Figure 1. Cell classes on the final placement.
Scale bar: 20 um.
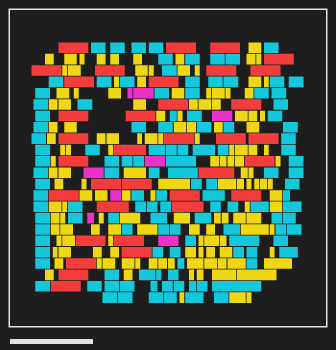
Figure 2. Routed clock nets over the placement.
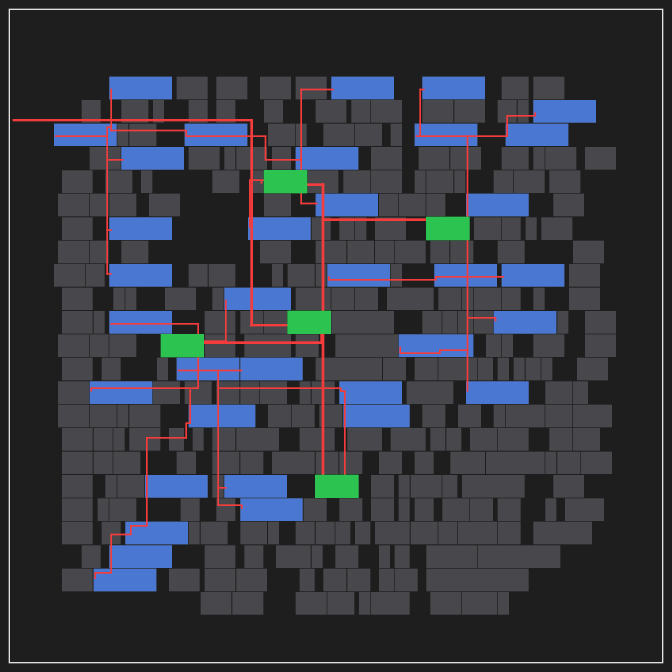
Figure 3. Ports around the boundary.
Pins as bars across the die edge, other pins in grey.
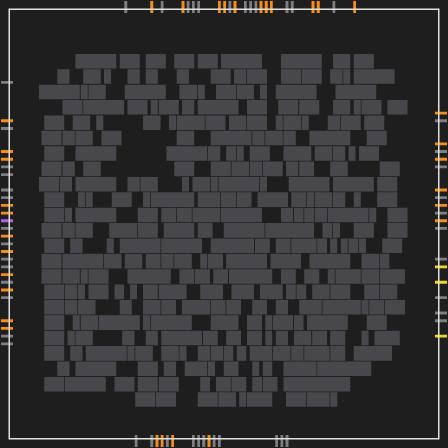
Figure 4. Sizing map.
Scale bar: 20 um.
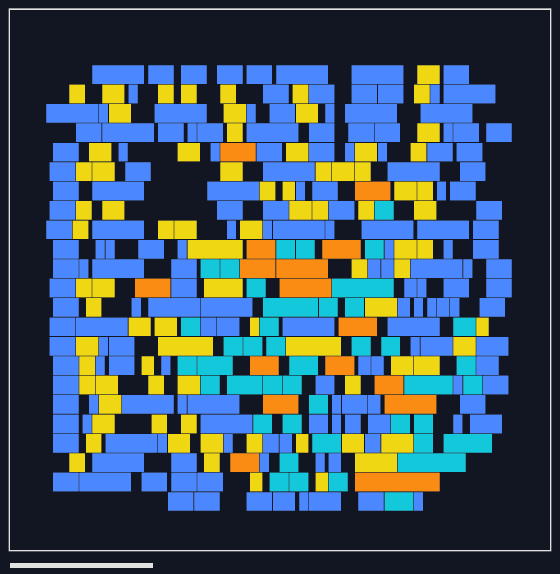
==> config.mk <==
export PLATFORM = sky130hd
export DESIGN_NAME = multicycle_ctrl
export DESIGN_NICKNAME = d
export VERILOG_FILES = /design/src/rtl/riscv_pkg.sv /design/src/rtl/opclass_decode.sv /design/src/rtl/multicycle_ctrl.sv
export SDC_FILE = /design/constraint.sdc
export NUM_CORES = 1
export LEC_CHECK = 0
export CAP_MARGIN = 20
export CORE_MARGIN = 5
export CORE_UTILIZATION = 41
export CTS_CLUSTER_SIZE = 8
export DETAILED_ROUTE_END_ITERATION = 8
export PLACE_DENSITY = 0.8
export RECOVER_POWER = 100
export SLEW_MARGIN = 5
export SYNTH_ARGS = -nofsm -noshare
export SYNTH_HDL_FRONTEND = slang
export SYNTH_SLANG_ARGS = --single-unit
==> constraint.sdc <==
create_clock -name clk -period 1.6 [get_ports clk]
set_clock_uncertainty 0.05 [all_clocks]
set_input_delay 0.16 -clock clk [delete_from_list [all_inputs] [get_ports clk]]
set_output_delay 0.16 -clock clk [all_outputs]
set_load 0.005 [all_outputs]
==> results.toml <==
# yosys + openroad results
[final_timing]
finalCriticalPeriod_ns = 1.73
setup-violations-final = 3
finalHoldViolCount = 0
fin_crit_sh_pct = 108
rsz0062_at_grt = "true"
fmax_mhz = 577
tightest_slew_ns = 0.333
slew_violations = 0
setup_slack_ns = -0.133
relSlewSlack_pct = 77.8
setup_tns_ns = -0.353

[critical_path]
critPathKind = "reg -> out"
cp.required_ns = 1.39
worstSetupEndpointType = "output port"
cp.arrival_ns = 1.52
r2r_slack_ns = 0.03
worst_path_most_repeated_cell = "nand2b_4"
cp-start-kind = "flop"
rr_worst_depth = 7
slowest_delay_ns = 0.40

[cts]
clk_pin_slew_ns = 0.07
clk_path_buf_depth = 2
cts-root-buf = "clkbuf_8"
cts_setup_buffers = 11
cts_tree = "done"
post_cts_resized = 38
cts-htree-levels = 2
cts.sinks = 35

[route]
drc_errors = 0
routed_via_density = 4.93
ant_nets = 0
wl_per_cell_um = 14.4
drt-total-wl_um = 5170
dr.pass1.iters = 4

[pwr]
peakVddDrop_mv = 0.653
netSwitchingPower_uw = 1260
leakage_uw = 0.00129
swShare_pct = 34.3
power.internal_uw = 2410
pwr_density_cell_nw_per_um2 = 1200
seqPwrFrac_pct = 30.6
pwr-share-comb_pct = 52.5

[finish]
nMultiInputCombCells = 141
comb_area_share_pct = 32.3
drive_gt1_share_pct = 45.3
clk_share_pct = 2.79
largest_reg_flops = 32
final-comb-area_um2 = 983
nNetsFinal = 346
stdcell_count = 359
flop_area_um2 = 708
ff_count = 35
inverters = 2
buf_share_pct = 39.3
biggestCellCategory = "buffers"
seq_share_pct = 23.3
clkbuf_count = 6
num_antenna_cells = 0

[status]
status = "finished, violations left"
violations = "setup timing"

[synth]
post_synth_inst_count = 193
yosysChipArea_um2 = 1770
ys_warn_count = 0
dominantRegCellSynth = "dfxtp_1"
synth_area_um2 = 1770
synth_seq_share_pct = 39.6
synth_async_sr_flop_share_pct = 0
ys_ff = 35
synth_area_per_cell_um2 = 9.17
netlist-cell-type-count = 40
synthesis.nets = 231

[floorplanning]
floorplan.core_util_pct = 43.3
io_pins = 83
taps = 50
dieArea_um2 = 5730

[run]
tool_warnings = 28

[place]
placed_cell_area_um2 = 2730
dp_hpwl_um = 3490
placed_cells = 337
dp_slack_ns = -0.213
gp_congestion = 0.800

[global_route]
grt_pass1_vias = 1743
antenna_found_initial = 0
grt_first_pass_wirelength_um = 7710
grt_overflow = 0

[worst_hold_path]
hold_path_depth = 2
## Picture notes: Figure 1
| colour | class | cells | share of their area |
|---|---|---|---|
| yellow | combinational and other logic | 143 | 33% |
| cyan | remaining buffers and delay cells | 123 | 40% |
| magenta | clock drivers and dummy loads | 8 | 2.9% |
| red | sequential cells | 35 | 24% |
FP Rows: 23
CORE AREA: 4090 um^2

## Picture notes: Figure 2
[green] clock drivers | count: 5
[blue] flip-flops | count: 35
[red] clock wires | length: 433 um
routed clock nets: 6
Clock Power Share: 16.9%
clk ins delay skew pair: 0.28 ns
Power Clock: 619 uW

## Picture notes: Figure 3
| colour | port | pins | direction | edge |
|---|---|---|---|---|
| yellow | state | 3 | output | right |
| orange | inst | 32 | output | 11 left, 11 top, 6 right, 4 bottom |
| purple | br_taken | 1 | input | left |
# port buffers: 82
Die Wd: 75.7 um
die height: 75.7 um

## Picture notes: Figure 4
| colour | size | cells |
|---|---|---|
| yellow | _2 cells | 81 |
| orange | _6 and larger | 16 |
| blue | _0 and _1 cells | 169 |
| cyan | _3 and _4 cells | 43 |
P&R area growth vs syn: 72.1%
design area: 3040 um^2
Non-clk bufs: 123
final setup margin: -0.133 ns

[cells in the mapped netlist, types with 2 or more instances]
library cell / n / area (um^2)
a2111oi_0: 2 / 17.5
a21oi_1: 8 / 40.0
a21oi_2: 30 / 263
clkbuf_1: 7 / 26.3
buf_6: 2 / 22.5
nor2_1: 4 / 15.0
dfxtp_1: 35 / 701
buf_12: 3 / 60.1
nand2_1: 41 / 154
or3_1: 2 / 12.5
nand2_2: 30 / 188
[power groups by stage]
stage	clock, uW	combinational [uW]	sequential [uW]
finish	619	1920	1120
global route	680	2060	1140
CTS	640	1850	1120
detailed placement	0	1630	1110
global placement	0	1610	1110
floorplan	0	970	1150
[kinds of logic (layout without fill, tap and decap cells)]
group	Yosys count	count (layout)	synth area share [%]
DFF	35	35	39.6
buffers and inverters	17	133	8.49
AOI/OAI and AO/OA	49	49	23.8
and+or+nand+nor	92	92	28.1
[layout by cell type, fill, tap and decap left out, types with 4 or more instances in the layout]
cell type / n
a21oi_1: 8
a21oi_2: 30
buf_2: 4
buf_4: 31
buf_6: 5
clkbuf_8: 5
clkdlybuf4s50_1: 40
dfxtp_1: 31
dlygate4sd3_1: 28
dlymetal6s2s_1: 4
nand2_1: 39
nand2_2: 31
[critical path, delay by kind of cell, from the launching register on]
kind                   cells  cell delay, ns
and+or+nand+nor            4            0.64
DFF                        1            0.40
buffers and inverters      2            0.19
[per-layer routing]
layer,global-route usage [%],up-vias,wire [um]
met2,30.2,76,2620
li1,-,872,-
met5,3.70,-,0
met4,6.99,0,99
met1,20.6,811,1990
met3,5.94,12,462
[through the flow]
step           hold WS, ns  total power [uW]
4_1_cts              0.100              3610
5_1_grt              0.122              3880
3_5_place_dp         0.399              2740
3_3_place_gp         0.394              2710
6_report             0.120              3660
2_1_floorplan        0.228              2120
Power is estimated from default activity; no workload was simulated.
